Fig. 1: cell placement
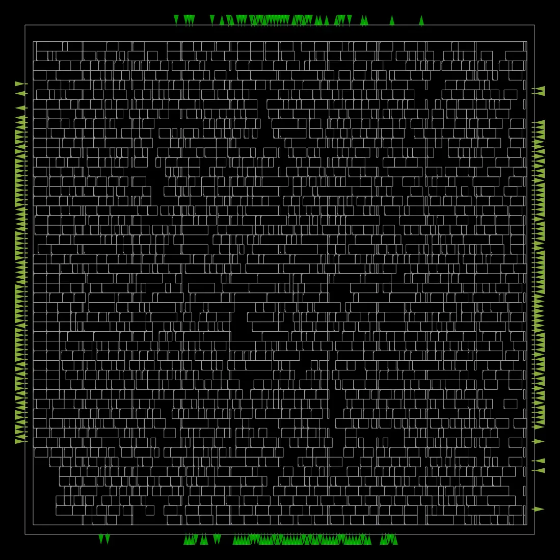
Fig. 2: wiring by layer
Two of the layers only.
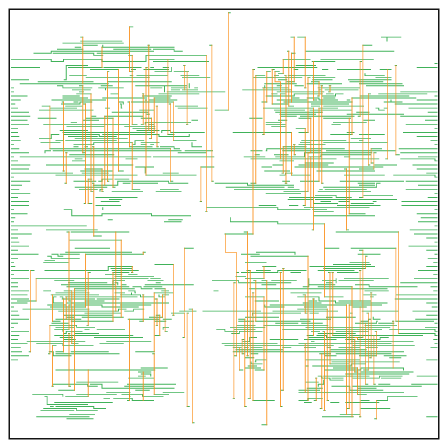
==> config.mk <==
export PLATFORM = sky130hd
export DESIGN_NAME = pcnt_multi
export DESIGN_NICKNAME = d
export VERILOG_FILES = /design/src/rtl/pcnt_multi.sv
export SDC_FILE = /design/constraint.sdc
export NUM_CORES = 1
export LEC_CHECK = 0
export CAP_MARGIN = 20
export CORE_MARGIN = 2
export CORE_UTILIZATION = 57
export CTS_CLUSTER_SIZE = 30
export DETAILED_ROUTE_END_ITERATION = 12
export PLACE_DENSITY = 0.88
export SLEW_MARGIN = 20
export SYNTH_ARGS = -nofsm -noshare
export SYNTH_HDL_FRONTEND = slang
export SYNTH_SLANG_ARGS = --single-unit
==> constraint.sdc <==
create_clock -name clk_i -period 7.6 [get_ports clk_i]
set_input_delay 1.52 -clock clk_i [delete_from_list [all_inputs] [get_ports clk_i]]
set_output_delay 1.52 -clock clk_i [all_outputs]
set_load 0.03 [all_outputs]
==> flow_metrics.env <==
# yosys + openroad results
export IMPL_status="finished clean"
export IMPL_tightest_slew_ns=1.18
export IMPL_antenna_found_initial=0
export IMPL_use_met2_pct=68.1
export IMPL_clk_latency_ns=0.35
export IMPL_grt_max_degree=68
export IMPL_logic_family="simple AND/OR/NAND/NOR gates"
export IMPL_simple_gate_share_pct=33.4
export IMPL_bufAreaShareNonClock_pct=18.3
export IMPL_cts_buffers=9
export IMPL_dpl_cell_area_um2=13300
export IMPL_initCoreUtil_pct=58.6
export IMPL_cp_start_kind="primary input"
export IMPL_cap_violations=0
export IMPL_seqPwrFrac_pct=26.3
export IMPL_die_w_um=143
export IMPL_edf_count=0
export IMPL_grt_use_met3_pct=11.6
export IMPL_path_clk_slew_ns=0.07
export IMPL_clkCellAreaFrac_pct=2.07
export IMPL_antenna_cells=0
export IMPL_critical_path_buf_inv_count=1
export IMPL_p_sw_share_pct=45.8
export IMPL_portBuffers=237
export IMPL_final_util_pct=72.0
export IMPL_min_path_type="reg2reg"
export IMPL_rrSetupSlack_ns=3.35
export IMPL_setup_slack_ns=2.52
export IMPL_intPower_mw=1.14
export IMPL_comb_area_um2=8610
export IMPL_comb_power_mw=1.11
export IMPL_post_route_cells_drive_above_1_share_pct=5.36
export IMPL_cts_tree="built"
export IMPL_overflow=0
export IMPL_place_ws_ns=2.32
export IMPL_ys_cells=1541
export IMPL_top_cell="nor2_1"
export IMPL_clock_fmax_mhz=197
export IMPL_power_frac_clock_pct=20.9
export IMPL_fin_tns_setup_ns=0
export IMPL_wirelength_mm=47.2
export IMPL_xor_share_pct=15.2
export IMPL_path_cells="clkdlybuf4s50_1 > xor2_1 > nor4_1 > and3_1 > a21oi_1 > a31oi_2 > xnor2_1 > nor4b_1 > nand4_1 > nor4_1"
export IMPL_synth_top_area_share_pct=15.4
export IMPL_p_total_mw=2.10
export IMPL_syn2layout_area_growth_pct=22.8
export IMPL_synth_avg_cell_area_um2=7.18
export IMPL_p_clk_mw=0.440
export IMPL_grt_setup_unrepaired="no"
export IMPL_syn_num_nets=1719
export IMPL_cts_root_buf="clkbuf_16"
export IMPL_drtPass1Iterations=6
export IMPL_final_cell_mix="clkdlybuf4s50_1, nor2_1, xnor2_1"
export IMPL_required_ns=7.85
export IMPL_dp_cells=1924
export IMPL_slew_viol_final=0
export IMPL_async_flop_share_pct=0
export IMPL_power_density_nw_per_um2=154
export IMPL_clk_path_buf_depth=2
export IMPL_place_gp_congestion=1.13
export IMPL_ys_seq_share_pct=15.4
export IMPL_clock_sinks=85
export IMPL_flop_area_um2=1700
export IMPL_ys_flops=85
export IMPL_period_used_pct=66.9
export IMPL_fa_ha_area_share_pct=2.26
export IMPL_final_area_um2=13600
export IMPL_taps=260
export IMPL_power_group_top="combinational logic"
export IMPL_synthAoiAreaFrac_pct=26.3
export IMPL_grt_pass1_vias=13000
export IMPL_logic_gate_count=1276
export IMPL_cts_resized=0
export IMPL_hold_depth=2
export IMPL_critPathMaxStageDelay_ns=0.92
export IMPL_fin_skew_ns=0.0171
export IMPL_signal_buffers=254
export IMPL_dp_hpwl_mm=34.6
export IMPL_fin_crit_ns=5.08
export IMPL_comb_area_share_pct=63.3
export IMPL_grt_pass1_wl_mm=72.1
export IMPL_mux_share_pct=0.475
export IMPL_met3_length_mm=6.93
export IMPL_wl_met2_mm=20.0
export IMPL_power_leakage_nw=4.69
export IMPL_crit_arrival_ns=5.33
export IMPL_ys_top_cells_by_count="nor2_1, xnor2_1, nand2_1"
export IMPL_inverters=49
export IMPL_slew_headroom_pct=21.4
export IMPL_largest_reg_flops=64
export IMPL_combPwrFrac_pct=52.8
export IMPL_gr_max_usage_layer="met2"
export IMPL_yosys_area_um2=11100
export IMPL_final_antenna_net_count=0
export IMPL_whs_ns=0.749
export IMPL_htree_levels=3
export IMPL_synth_cells=1541
export IMPL_critical_path_slowest_cell="a21oi_1"
export IMPL_yosysWarnings=0
export IMPL_crit_path_frequent_cell="nor4_1"
export IMPL_drc=0
export IMPL_rr_worst_depth=11
export IMPL_area_leaders="dfxtp_1, xnor2_1, xor2_1"
export IMPL_ios=238
export IMPL_crit_family="simple AND/OR/NAND/NOR gates"
export IMPL_worstSetupPathType="in2reg"
export IMPL_hold_viol_final=0
export IMPL_worstSetupEndpointType="flip-flop"
export IMPL_cts_setup_buffers=0
export IMPL_nets=1853
export IMPL_ir_worst_vdd_v=0.000138
export IMPL_seqAreaFraction_pct=12.5
export IMPL_seq_power_mw=0.551
export IMPL_synth_cell_types=98
export IMPL_dominant_cells="multi-input combinational cells"
export IMPL_use_met1_pct=56.9
export IMPL_wl_met1_mm=17.3
export IMPL_critPathMaxFanout=11
export IMPL_top_layer="met4"
export IMPL_vias_per_cell=7.34
export IMPL_cts_hold_buf=0
export IMPL_setup_violations=0
export IMPL_syn_area_um2=11100
export IMPL_drtIter0Drc=2522
export IMPL_power_switching_mw=0.962
export IMPL_lay_top_count="clkdlybuf4s50_1"
export IMPL_synth_top_flop_cell="dfxtp_1"
export IMPL_openroad_warnings=38
export IMPL_die_area_um2=20600
Back to the opening pictures, Fig. 1:
std cell rows: 50
Core Area: 18900 um2
final instance count without filler cells: 1940
# fillers: 1588
Flop Count: 85

Back to the opening pictures, Fig. 2:
- green: met3 (wire length 6930 um)
- orange: met4 (wire length 3030 um)
vias post-DR: 14200
total track usage: 44.3%

